Figure 1. Clock routing (run 1).
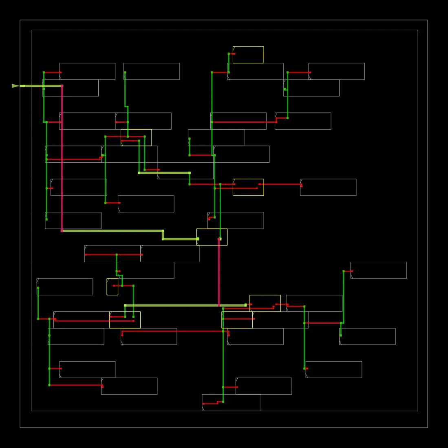
Figure 2. Clock wires, drivers and flops (run 1).
The bar under the picture is 20 um long.
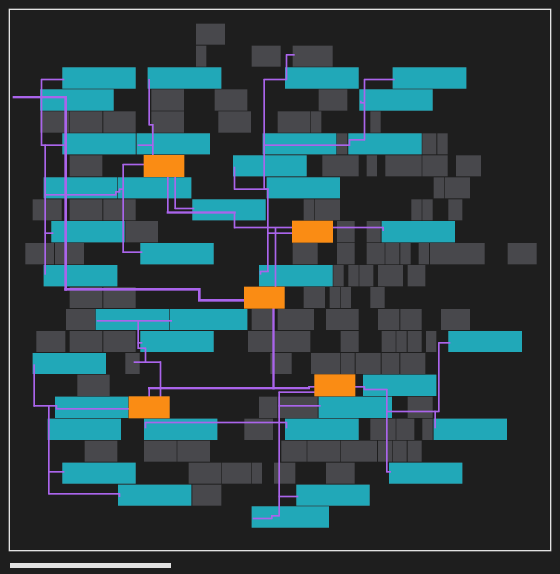
Figure 3. Cells by drive strength (run 1).
The bar under the picture is 20 um long.
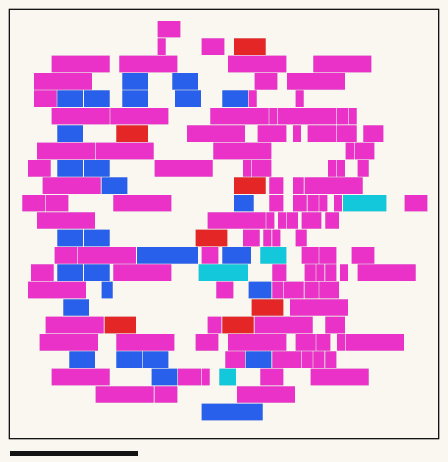
[config.mk]
export PLATFORM = sky130hd
export DESIGN_NAME = spi_rx_scanner
export DESIGN_NICKNAME = d
export VERILOG_FILES = /design/src/rtl/spi_rx_pkg.sv /design/src/rtl/spi_tick_gen.sv /design/src/rtl/spi_rx_scanner.sv
export SDC_FILE = /design/constraint.sdc
export NUM_CORES = 1
export LEC_CHECK = 0
export CORE_MARGIN = 1.5
export CORE_UTILIZATION = 40
export DETAILED_ROUTE_END_ITERATION = 10
export PLACE_DENSITY = 0.57
export SKIP_CTS_REPAIR_TIMING = 1
export SLEW_MARGIN = 20
export SYNTH_ARGS = -nofsm -noshare
export SYNTH_HDL_FRONTEND = slang
export SYNTH_SLANG_ARGS = --single-unit
[constraint.sdc]
create_clock -name clk -period 5.3 [get_ports clk]
set_clock_uncertainty 0.15 [all_clocks]
set_input_delay 0.53 -clock clk [delete_from_list [all_inputs] [get_ports clk]]
set_output_delay 0.53 -clock clk [all_outputs]
set_load 0.05 [all_outputs]
[src/rtl/spi_rx_pkg.sv]
// Shared types and constants for the read-only SPI scanner.
// ALS-class default frame: 16 clocks, 8-bit field starting at bit 4.
package spi_rx_pkg;

    localparam int ALS_FRAME_W  = 16;
    localparam int ALS_DATA_W   = 8;
    localparam int ALS_DATA_LSB = 4;

    typedef enum logic [2:0] {
        IDLE  = 3'd0,
        SETUP = 3'd1,
        SHIFT = 3'd2,
        HOLD  = 3'd3,
        GAP   = 3'd4
    } state_e;

    function automatic int ch_w(input int n);
        return (n <= 1) ? 1 : $clog2(n);
    endfunction

endpackage

[src/rtl/spi_tick_gen.sv]
// Half-SCLK tick generator: counts 0..DIV-1, pulses tick_o on DIV-1, then wraps.
// One-cycle pulse every DIV clocks; clr_i holds the count at 0 (no backpressure).
module spi_tick_gen #(
    parameter int DIV = 50
) (
    input  logic clk,
    input  logic rst,
    input  logic clr_i,
    output logic tick_o
);

    localparam int CW = $clog2(DIV);

    logic [CW-1:0] cnt_q, cnt_d;

    assign tick_o = (cnt_q == CW'(DIV - 1));

    always_comb begin
        cnt_d = cnt_q + 1'b1;
        if (clr_i || tick_o) begin
            cnt_d = '0;
        end
    end

    always_ff @(posedge clk or posedge rst) begin
        if (rst) begin
            cnt_q <= '0;
        end else begin
            cnt_q <= cnt_d;
        end
    end

endmodule

[src/rtl/spi_rx_scanner.sv]
// Round-robin read-only SPI master; one field per frame, (2+2*FRAME_W+GAP_TICKS)*DIV clocks per frame.
// No backpressure: valid is a one-cycle pulse. SPI_RX_THRESH_EN adds thresh/above compare.
module spi_rx_scanner
    import spi_rx_pkg::*;
#(
    parameter int DIV       = 50,
    parameter int FRAME_W   = ALS_FRAME_W,
    parameter int DATA_W    = ALS_DATA_W,
    parameter int DATA_LSB  = ALS_DATA_LSB,
    parameter int NUM_CH    = 1,
    parameter int GAP_TICKS = 2
) (
    input  logic                      clk,
    input  logic                      rst,
    input  logic                      en,
    input  logic                      sdo,
`ifdef SPI_RX_THRESH_EN
    input  logic [DATA_W-1:0]         thresh,
    output logic [NUM_CH-1:0]         above,
`endif
    output logic                      sclk,
    output logic [NUM_CH-1:0]         cs_n,
    output logic                      busy,
    output logic [DATA_W-1:0]         data,
    output logic [ch_w(NUM_CH)-1:0]   ch,
    output logic                      valid
);

    localparam int CH_W = ch_w(NUM_CH);
    localparam int SR_W = DATA_LSB + DATA_W;
    localparam int BW   = $clog2(FRAME_W);
    localparam int GW   = (GAP_TICKS <= 1) ? 1 : $clog2(GAP_TICKS);

    state_e            state_q, state_d;
    logic              sclk_q, sclk_d;
    logic [NUM_CH-1:0] cs_n_q, cs_n_d;
    logic [BW-1:0]     bit_q, bit_d;
    logic [GW-1:0]     gap_q, gap_d;
    logic [SR_W-1:0]   sr_q, sr_d;
    logic [CH_W-1:0]   ptr_q, ptr_d;
    logic [DATA_W-1:0] data_q, data_d;
    logic [CH_W-1:0]   ch_q, ch_d;
    logic              valid_q, valid_d;
    logic              tick;
    logic [DATA_W-1:0] field;
    logic [NUM_CH-1:0] cs_sel;
    logic [CH_W-1:0]   ptr_nxt;

    spi_tick_gen #(.DIV(DIV)) u_tick (
        .clk    (clk),
        .rst    (rst),
        .clr_i  (state_q == IDLE),
        .tick_o (tick)
    );

    // Only the low SR_W frame bits matter; earlier bits fall off the top.
    assign field   = sr_q[SR_W-1 -: DATA_W];
    assign cs_sel  = ~(NUM_CH'(1) << ptr_q);
    assign ptr_nxt = (ptr_q == CH_W'(NUM_CH - 1)) ? '0 : ptr_q + 1'b1;

    always_comb begin
        state_d = state_q;
        sclk_d  = sclk_q;
        cs_n_d  = cs_n_q;
        bit_d   = bit_q;
        gap_d   = gap_q;
        sr_d    = sr_q;
        ptr_d   = ptr_q;
        data_d  = data_q;
        ch_d    = ch_q;
        valid_d = 1'b0;
        case (state_q)
            IDLE: begin
                if (en) begin
                    state_d = SETUP;
                    cs_n_d  = cs_sel;
                end
            end
            SETUP: begin
                if (tick) begin
                    state_d = SHIFT;
                    bit_d   = '0;
                end
            end
            SHIFT: begin
                if (tick) begin
                    sclk_d = ~sclk_q;
                    if (!sclk_q) begin
                        sr_d  = (sr_q << 1) | SR_W'(sdo);
                        bit_d = bit_q + 1'b1;
                        if (bit_q == BW'(FRAME_W - 1)) begin
                            state_d = HOLD;
                        end
                    end
                end
            end
            HOLD: begin
                if (tick) begin
                    cs_n_d  = '1;
                    data_d  = field;
                    ch_d    = ptr_q;
                    valid_d = 1'b1;
                    ptr_d   = ptr_nxt;
                    gap_d   = '0;
                    state_d = GAP;
                end
            end
            GAP: begin
                if (tick) begin
                    if (gap_q == GW'(GAP_TICKS - 1)) begin
                        gap_d = '0;
                        if (en) begin
                            state_d = SETUP;
                            cs_n_d  = cs_sel;
                        end else begin
                            state_d = IDLE;
                        end
                    end else begin
                        gap_d = gap_q + 1'b1;
                    end
                end
            end
            default: state_d = IDLE;
        endcase
    end

    always_ff @(posedge clk or posedge rst) begin
        if (rst) begin
            state_q <= IDLE;
            sclk_q  <= 1'b1;
            cs_n_q  <= '1;
            bit_q   <= '0;
            gap_q   <= '0;
            sr_q    <= '0;
            ptr_q   <= '0;
            data_q  <= '0;
            ch_q    <= '0;
            valid_q <= 1'b0;
        end else begin
            state_q <= state_d;
            sclk_q  <= sclk_d;
            cs_n_q  <= cs_n_d;
            bit_q   <= bit_d;
            gap_q   <= gap_d;
            sr_q    <= sr_d;
            ptr_q   <= ptr_d;
            data_q  <= data_d;
            ch_q    <= ch_d;
            valid_q <= valid_d;
        end
    end

`ifdef SPI_RX_THRESH_EN
    logic [NUM_CH-1:0] above_q;

    always_ff @(posedge clk or posedge rst) begin
        if (rst) begin
            above_q <= '0;
        end else if (state_q == HOLD && tick) begin
            above_q[ptr_q] <= (field >= thresh);
        end
    end

    assign above = above_q;
`endif

    assign sclk  = sclk_q;
    assign cs_n  = cs_n_q;
    assign busy  = (state_q != IDLE);
    assign data  = data_q;
    assign ch    = ch_q;
    assign valid = valid_q;

endmodule
==> GITHUB_STEP_SUMMARY, run 1 <==
### Metrics collected by this job

| Metric | Value |
|---|---|
| Startpoint class of the critical path | `flip-flop` |
| Antenna-violating nets left | `0` |
| Distinct cells, synth | `38` |
| DIE WIDTH | `~67 um` |
| Synth warnings | `0` |
| CTS root buf | `clkbuf_8` |
| FP Rows | `23` |
| # Cells Yosys | `roughly 130` |
| RePlAce Congestion | `0.828` |
| Post-layout net count | `between 150 and 200` |
| Vias in the first global route | `around 1,100` |
| Cell Area, Synth | `approximately 1600 um2` |
| Most area-hungry cell type in the Yosys netlist | `dfrtp_1` |
| Worst-path clk slew | `roughly 0.070 ns` |
| Setup WS pre-CTS | `between 2 and 3 ns` |
| GR Overflow Total | `0` |
| Leakage | `around 0.88 nW` |
| Met3 wire len | `89 um` |
| CTS tree | `built` |
| Synthesis area per yosys | `1630 um2` |
| Crit path capture type | `output port` |
| Reg2reg path depth | `4` |
| Core Footprint | `3970 um2` |
| Vias per cell | `5.03` |
| Placed Cells | `approximately 190` |
| Hold path depth | `1` |
| Multiplexer share | `between 10% and 20%` |
| Top Layout Cells | `dfrtp_1, mux2_2, clkdlybuf4s50_1` |
| Die area | `approximately 4500 um2` |
| Pwr/cell area | `356 nW/um2` |
| MaxCap Viol Count | `0` |
| Synthesized instance count | `~130` |
| HPWL after detailed placement | `between 1500 and 2000 um` |
| Antenna cells | `0` |
| Log Warnings | `27` |
| FF-to-FF setup slack | `between 2 and 3 ns` |
| Max stage delay cell, worst path | `clkdlybuf4s50_1` |
| Comb area leader | `multiplexers` |
| Routed WL per cell | `about 13 um` |
| Critical Path Start | `state_q[2]` |
| Final Hold Fails | `0` |
| Max incr delay on CP | `0.71 ns` |
| Top logic cell by instance count in the layout | `dfrtp_1` |
| RR Startpoint | `u_tick.cnt_q[3]` |
| Ys flop type | `dfrtp_1` |
| Post-Synth AOI/OAI Area | `6.36%` |
| Post-synth top cells | `dfrtp_1, mux2_2, nor2_1` |
| DR WL met2 | `1210 um` |
| Post-Synth Simple-Gate Area | `13.6%` |
| Arrival time at the worst endpoint | `between 1.5 and 2 ns` |
| H-tree depth | `2` |
| Seq/Total Area, Yosys | `a little under three fifths` |
| Final worst-path setup slack | `about 2.7 ns` |
| Post-synth EDFFs | `0` |
| Most frequent cell after synthesis | `dfrtp_1` |
| WS Path Type | `flip-flop to output port` |
| Area delta synth->final | `17.3%` |
| Final Hold Slack | `0.349 ns` |
| Buf+Inv Stages, Crit Path | `1` |
| Post-Layout Cell Count | `just under 200` |
| Asr flop ratio synth | `100%` |
| Total GRT Usage | `between 10 and 15%` |
| Xor/xnor share | `3.22%` |
| Adder Area Share | `under 10%` |
| Largest register FFs | `12` |
| Top Family by Delay on Critical Path | `buffers and inverters` |
| RSZ-0062 raised after global routing | `no` |
| Mean area per synthesized cell | `between 10 and 15 um2` |
| Hold EP | `sr_q[1]` |
| Initial antenna violation count | `0` |
| Die Y-Extent | `roughly 67 um` |
| FF-to-FF End | `sr_q[0]` |
| Sum Neg Setup Slack | `0 ns` |
| Minimum clock period | `approximately 2.6 ns` |
| Worst Path Max Fanout | `12` |
| Hold path start | `sr_q[0]` |
| Final slew viol count | `0` |
| Critical path depth in cells | `2` |
| Synth Register Bits | `37` |
| Initial core utilization | `41.1%` |
| # IOs | `17` |
| Layout fillers | `approximately 360` |
| Max_slew headroom | `around two fifths` |
| # DRC | `0` |
| Critical path required time | `4.62 ns` |
| Status | `finished, final reports clean` |
| Share of post-route cells with drive strength above 1 | `a little over a quarter` |
| Cell Area, Placed | `about 1800 um2` |
| Top layer in use | `met4` |
## Picture notes: Figure 1
Inserted Clock Buffers: 5
Clock Latency Late Sink: 0.28 ns
CLK BUF: 7
Sink Count: 37
number of flip-flops and latches: 37

## Picture notes: Figure 2
[orange] clock-net drivers | count: 5
[purple] clock wires | length: 439 um
[cyan] flip-flops | count: 37
routed clock nets: 6

## Picture notes: Figure 3
| color | size | cells | share |
|---|---|---|---|
| cyan | x3 and x4 | 4 | 2.7% |
| magenta | x1 and smaller | 108 | 74% |
| red | x6 and larger | 7 | 4.8% |
| blue | x2 | 27 | 18% |

==> run 1: layout make-up <==
type | instances | area (um2) | area share [%]
clock buffer | 7 | 96.3 | 5.03
clock inverter | 1 | 5.00 | 0.261
inverter | 3 | 11.3 | 0.587
multi-input combinational | 82 | 656 | 34.2
sequential | 37 | 928 | 48.4
tap | 50 | 62.6 | 3.26
timing repair buffer | 16 | 158 | 8.22
==> run 1: where the power goes <==
part / switching (mW) / leakage (nW) / internal [mW]
logic: 0.0691 / 0.338 / 0.0527
registers: 0.0380 / 0.493 / 0.314
clock network: 0.0917 / 0.0542 / 0.117
==> run 1: routing by layer <==
metal  track usage (%)  vias to the layer above
met4              7.14                        0
met2              22.0                       17
met3              5.07                        4
met5                 0                        -
met1              18.6                      484
li1                  -                      481
Figure 4. Selected gate families (run 1).
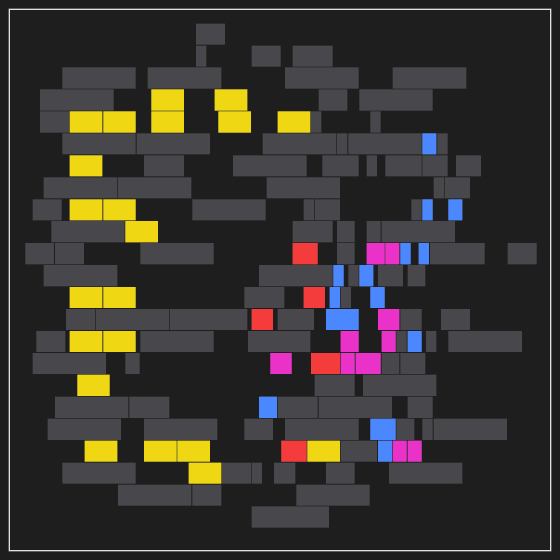

==> run 1 -> run 2 <==
--- a/config.mk
+++ b/config.mk
@@ -8,7 +8,7 @@
 export CORE_MARGIN = 1.5
 export CORE_UTILIZATION = 40
 export DETAILED_ROUTE_END_ITERATION = 10
-export PLACE_DENSITY = 0.57
+export PLACE_DENSITY = 0.59
 export SKIP_CTS_REPAIR_TIMING = 1
 export SLEW_MARGIN = 20
 export SYNTH_ARGS = -nofsm -noshare
==> constraint.sdc (replaced) <==
create_clock -name clk -period 2.15 [get_ports clk]
set_clock_uncertainty 0.15 [all_clocks]
set_input_delay 0.215 -clock clk [delete_from_list [all_inputs] [get_ports clk]]
set_output_delay 0.215 -clock clk [all_outputs]
set_load 0.05 [all_outputs]
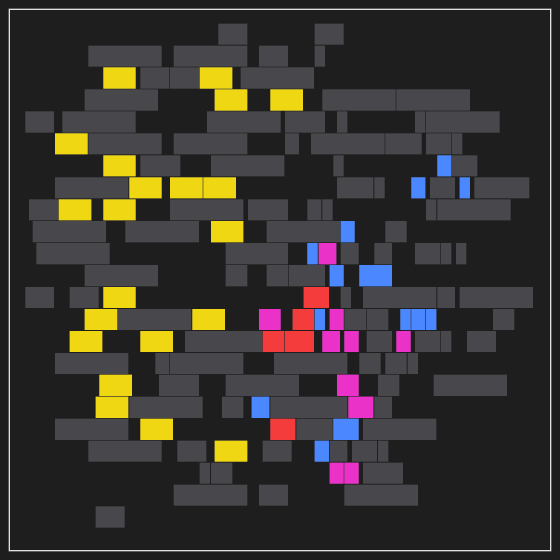
Figure 5: run 2, selected gate families.
| color | family | cells |
|---|---|---|
| red | non-inverting ao/oa cells | 5 |
| blue | nand cells | 14 |
| magenta | aoi and oai cells | 10 |
| yellow | mux cells | 21 |

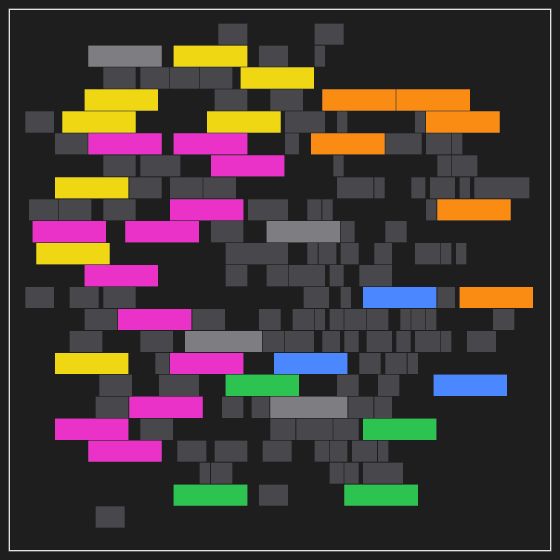
Figure 6: run 2, sequential cells colored by netlist name.
Other sequential cells in the stronger gray, the rest of the logic in the fainter gray.
| color | signal | sequential cells |
|---|---|---|
| green | bit_q | 4 |
| magenta | sr_q | 12 |
| blue | state_q | 3 |
| orange | u_tick.cnt_q | 6 |
| yellow | data | 8 |
not colored: 4

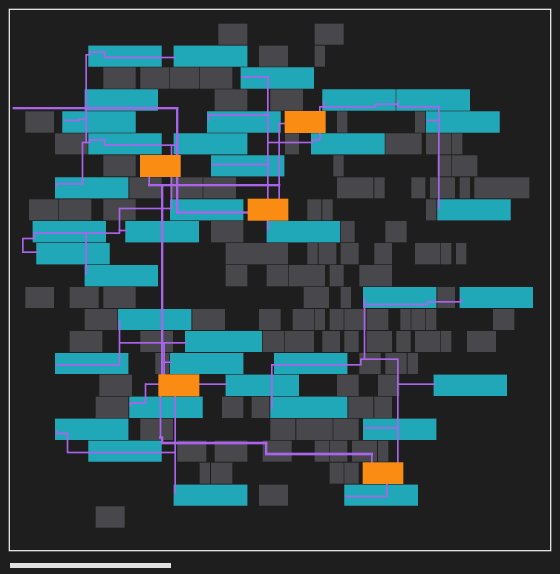
Figure 7: run 2, clock wires, drivers and flops.
The bar under the picture is 20 um long.
[orange] clock-net drivers | count: 5
[cyan] flip-flops | count: 37
[purple] clock wires | length: 449 um
flops lie: spread over the die
routed clock nets: 6

==> GITHUB_STEP_SUMMARY, run 2 <==
### Metrics collected by this job

| Metric | Value |
|---|---|
| Mean area per synthesized cell | `roughly 13 um2` |
| Synthesis area per yosys | `~1600 um2` |
| Final Hold Fails | `0` |
| Distinct cells, synth | `38` |
| Log Warnings | `27` |
| Met2 usage | `around 22%` |
| # IOs | `17` |
| Clock-cell share of area | `4.42%` |
| Synthesized instance count | `128` |
| Buf+Inv Stages, Crit Path | `1` |
| #MultiIn Comb | `about 82` |
| Status | `finished, final reports clean` |
| Initial core utilization | `about 41%` |
| CTS root buf | `clkbuf_8` |
| DR WL met2 | `around 1200 um` |
| Repair and plain buffers | `23` |
| Vias per cell | `around 5.0` |
| Antenna cells | `0` |
| Combinational share of cell area | `33.6%` |
| Crit path capture type | `output port` |
| Antenna-violating nets left | `0` |
| Ys flop type | `dfrtp_1` |
| IO buf count | `15` |
| Total GRT Usage | `14.3%` |
| Die Y-Extent | `roughly 67 um` |
| Sum Neg Setup Slack | `0 ns` |
| RSZ-0062 raised after global routing | `no` |
| Top Family by Delay on Critical Path | `buffers and inverters` |
| Arrival time at the worst endpoint | `1.71 ns` |
| Critical path depth in cells | `1` |
| # Cells Yosys | `between 100 and 150` |
| FP Rows | `23` |
| Number of flip-flops and latches | `37` |
| GR Util met3 | `roughly 5.1%` |
| Storage element area | `just over 900 um2` |
| FF-to-FF setup slack | `between 0.2 and 0.25 ns` |
| Vias in the first global route | `between 1,000 and 1,500` |
| Initial antenna violation count | `0` |
| Synth Register Bits | `37` |
| Post-synth EDFFs | `0` |
| Worst Path Max Fanout | `5` |
| Leakage | `~0.9 nW` |
| Post-layout net count | `around 160` |
| Critical Path Start | `sclk` |
| Layout fillers | `~360` |
| Area delta synth->final | `19.4%` |
| Final worst-path setup slack | `around 0.072 ns` |
| Reg2reg path depth | `7` |
| Cell Area, Synth | `1630 um2` |
| Largest register FFs | `12` |
| Synth warnings | `0` |
| Most frequent cell after synthesis | `dfrtp_1` |
| FF-to-FF End | `data[0]` |
| Clock Latency Late Sink | `0.29 ns` |
| WS Path Type | `flip-flop to output port` |
| Pwr/cell area | `around 850 nW/um2` |
| Post-synth top cells | `dfrtp_1, mux2_2, nor2_1` |
| Final slew viol count | `0` |
| Asr flop ratio synth | `100%` |
| MaxCap Viol Count | `0` |
| RR Startpoint | `u_tick.cnt_q[1]` |
| Share of post-route cells with drive strength above 1 | `a little under a third` |
| Max_slew headroom | `66.4%` |
| Final Hold Slack | `about 0.18 ns` |
| # DRC | `0` |
| Top logic cell by instance count in the layout | `dfrtp_1` |
| HPWL after detailed placement | `~1800 um` |
| Inverter count | `3` |
| H-tree depth | `2` |
| Gr busiest metal | `met2` |
| GR Overflow Total | `0` |
| Die area | `4480 um2` |
| Most area-hungry cell type in the Yosys netlist | `dfrtp_1` |
| Met1 Use GR | `about a fifth` |
| Top Layout Cells | `dfrtp_1, mux2_2, clkdlybuf4s50_1` |
| Tap cells | `50` |
| CTS tree | `built` |
| Critical path required time | `approximately 1.8 ns` |
| Critical path cell sequence | `clkdlybuf4s50_1` |
| Met3 wire len | `123 um` |
| Seq/Total Area, Yosys | `between 50% and 60%` |
| Minimum clock period | `2.08 ns` |
| Multi-input logic area | `roughly 660 um2` |
| Max stage delay cell, worst path | `clkdlybuf4s50_1` |
| Leading cell kind | `sequential cells` |
## run 2: cells by family (layout without fill, tap and decap cells)
kind of cell | Yosys count | after routing | share of synthesized area (%)
fa+ha+maj | 3 | 3 | 2.30
flops | 37 | 37 | 56.8
mux | 21 | 21 | 14.5
xor+xnor | 6 | 6 | 3.22
simple gates | 36 | 36 | 13.6
other cells | 1 | 1 | 0.229
compound gates | 15 | 15 | 6.36
buf+inv | 9 | 34 | 3.06
## run 2: report_power, final
group	switching [mW]	leakage (nW)	internal [mW]
clock network	0.242	0.0439	0.223
logic	0.179	0.375	0.145
registers	0.0873	0.493	0.774
## run 2: stage by stage
step,instance area [um2],std cells
final,1950,203
after global routing,1950,203
after CTS,1950,203
after detailed placement,1870,195
after global placement,1870,195
after floorplan,1630,128
==> run 2 -> run 3 <==
--- a/config.mk
+++ b/config.mk
@@ -5,11 +5,14 @@
 export SDC_FILE = /design/constraint.sdc
 export NUM_CORES = 1
 export LEC_CHECK = 0
+export CAP_MARGIN = 20
 export CORE_MARGIN = 1.5
 export CORE_UTILIZATION = 40
+export CTS_BUF_LIST = sky130_fd_sc_hd__clkbuf_8 sky130_fd_sc_hd__clkbuf_16
 export DETAILED_ROUTE_END_ITERATION = 10
 export PLACE_DENSITY = 0.59
 export SKIP_CTS_REPAIR_TIMING = 1
+export SKIP_LAST_GASP = 1
 export SLEW_MARGIN = 20
 export SYNTH_ARGS = -nofsm -noshare
 export SYNTH_HDL_FRONTEND = slang
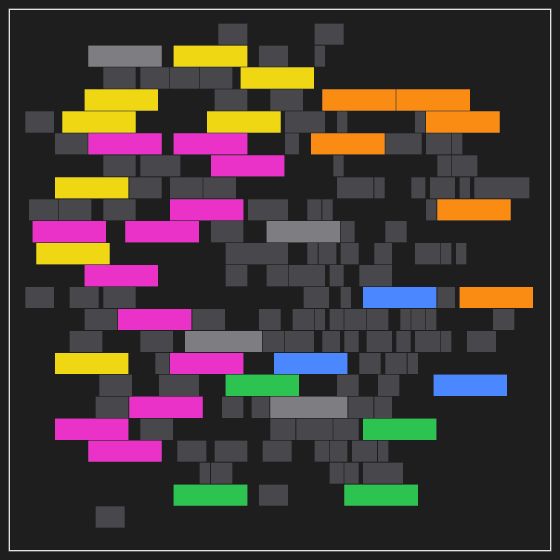
Figure 8: run 3, sequential cells colored by netlist name.
Other sequential cells in the stronger gray, the rest of the logic in the fainter gray.
| color | signal | sequential cells |
|---|---|---|
| orange | u_tick.cnt_q | 6 |
| yellow | data | 8 |
| magenta | sr_q | 12 |
| blue | state_q | 3 |
| green | bit_q | 4 |
not colored: 4

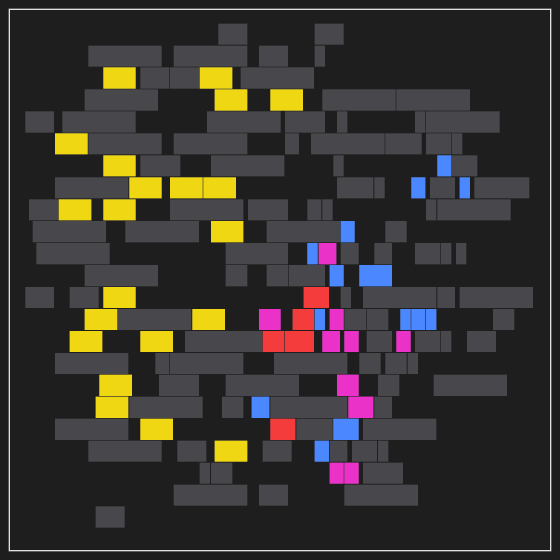
Figure 9: run 3, selected gate families.
| color | family | cells |
|---|---|---|
| blue | nand cells | 14 |
| red | non-inverting ao/oa cells | 5 |
| yellow | mux cells | 21 |
| magenta | aoi and oai cells | 10 |

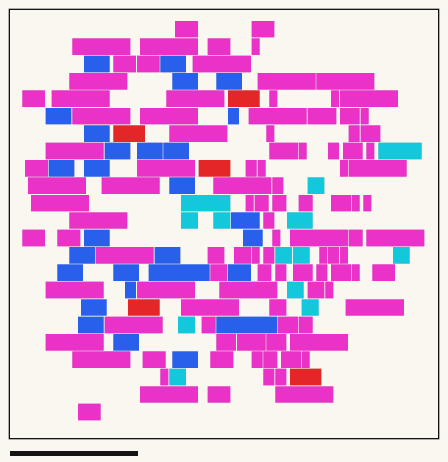
Figure 10: run 3, cells by drive strength.
The bar under the picture is 20 um long.
| color | size | cells | share |
|---|---|---|---|
| cyan | x3 and x4 | 13 | 8.5% |
| magenta | x1 and smaller | 107 | 70% |
| red | x6 and larger | 5 | 3.3% |
| blue | x2 | 28 | 18% |

==> GITHUB_STEP_SUMMARY, run 3 <==
### Metrics collected by this job

| Metric | Value |
|---|---|
| Status | `finished, final reports clean` |
| Final Hold Slack | `between 0.15 and 0.2 ns` |
| H-tree depth | `2` |
| CLK BUF | `5` |
| Largest register FFs | `12` |
| Area delta synth->final | `19.4%` |
| Inserted Clock Buffers | `5` |
| Antenna-violating nets left | `0` |
| Routed WL per cell | `between 10 and 15 um` |
| Clock Latency Late Sink | `around 0.29 ns` |
| Critical path depth in cells | `1` |
| MaxCap Viol Count | `0` |
| Max incr delay on CP | `slightly above 0.8 ns` |
| Die area | `about 4500 um2` |
| Sw Ratio | `a little under a third` |
| Mean area per synthesized cell | `12.8 um2` |
| IO buf count | `15` |
| FF-to-FF setup slack | `approximately 0.23 ns` |
| RR Startpoint | `u_tick.cnt_q[1]` |
| Sequential power | `between 800 and 900 uW` |
| Top Family by Delay on Critical Path | `buffers and inverters` |
| Max stage delay cell, worst path | `clkdlybuf4s50_1` |
| Most frequent cell after synthesis | `dfrtp_1` |
| Log Warnings | `27` |
| Clock network fraction of design power | `between 20% and 30%` |
| Leakage | `just over 0.9 nW` |
| Buf+Inv Stages, Crit Path | `1` |
| Max_slew headroom | `66.4%` |
| Number of flip-flops and latches | `37` |
| Cell Area, Synth | `around 1600 um2` |
| Gr busiest metal | `met2` |
| Vias per cell | `5.04` |
| RePlAce Congestion | `~0.74` |
| Top Layout Cells | `dfrtp_1, mux2_2, clkdlybuf4s50_1` |
| Synthesized instance count | `128` |
| Critical path required time | `~1.8 ns` |
| Initial antenna violation count | `0` |
| Post-Synth Simple-Gate Area | `a little over an eighth` |
| Synthesis area per yosys | `around 1600 um2` |
| Met2 usage | `21.8%` |
| Placed Cells | `between 150 and 200` |
| Post-Layout Cell Count | `a little over 200` |
| Repair and plain buffers | `23` |
| Tap cells | `approximately 50` |
| Antenna cells | `0` |
| Final worst-path setup slack | `approximately 0.072 ns` |
| Worst Path Max Fanout | `5` |
| # Cells Yosys | `about 130` |
| Setup WS pre-CTS | `roughly 0.23 ns` |
| Multi-input logic area | `~660 um2` |
| Post-synth EDFFs | `0` |
| RSZ-0062 raised after global routing | `no` |
| Clock-cell share of area | `roughly 4.4%` |
| Die Y-Extent | `66.9 um` |
| Critical path cell sequence | `clkdlybuf4s50_1` |
| Inverter count | `3` |
| Comb pwr share | `19.6%` |
| FP Rows | `23` |
| Comb area leader | `multiplexers` |
| Initial core utilization | `just over 40%` |
| DIE WIDTH | `between 60 and 70 um` |
| Multiplexer share | `roughly 14%` |
| Synth Register Bits | `37` |
| Cell Area, Placed | `between 1500 and 2000 um2` |
| Crit path capture type | `output port` |
| HPWL after detailed placement | `between 1500 and 2000 um` |
| Sink Count | `37` |
| Worst-path clk slew | `0.07 ns` |
| Startpoint class of the critical path | `flip-flop` |
| GR Util met3 | `~5%` |
| CTS root buf | `clkbuf_8` |
| Sum Neg Setup Slack | `0 ns` |
| Power in the clock group | `465 uW` |
[run 3: cell counts in the layout (fill, tap and decap cells not counted)]
No cell type changed its count.
[run 3: cells by family (layout without fill, tap and decap cells)]
kind of cell    count (synthesis)  count (layout)
compound gates                 15              15
xor+xnor                        6               6
fa+ha+maj                       3               3
buf+inv                         9              34
flops                          37              37
mux                            21              21
other cells                     1               1
simple gates                   36              36
[run 3: how the worst max path moves through the flow]
stage	end	slack [ns]
6_report	sclk	0.07
5_1_grt	sclk	0.03
4_1_cts	sclk	0.06
3_5_place_dp	data[0]	0.23
3_3_place_gp	data[4]	0.26
2_1_floorplan	sr_q[0]	0.17
[run 3: worst min-delay path, cell delays in order]
cell	delay [ns]
clkdlybuf4s50_1	0.40
inv_1	0.05
buf_4	0.39
Power figures rest on the tool's default switching activity, not on a simulated workload.
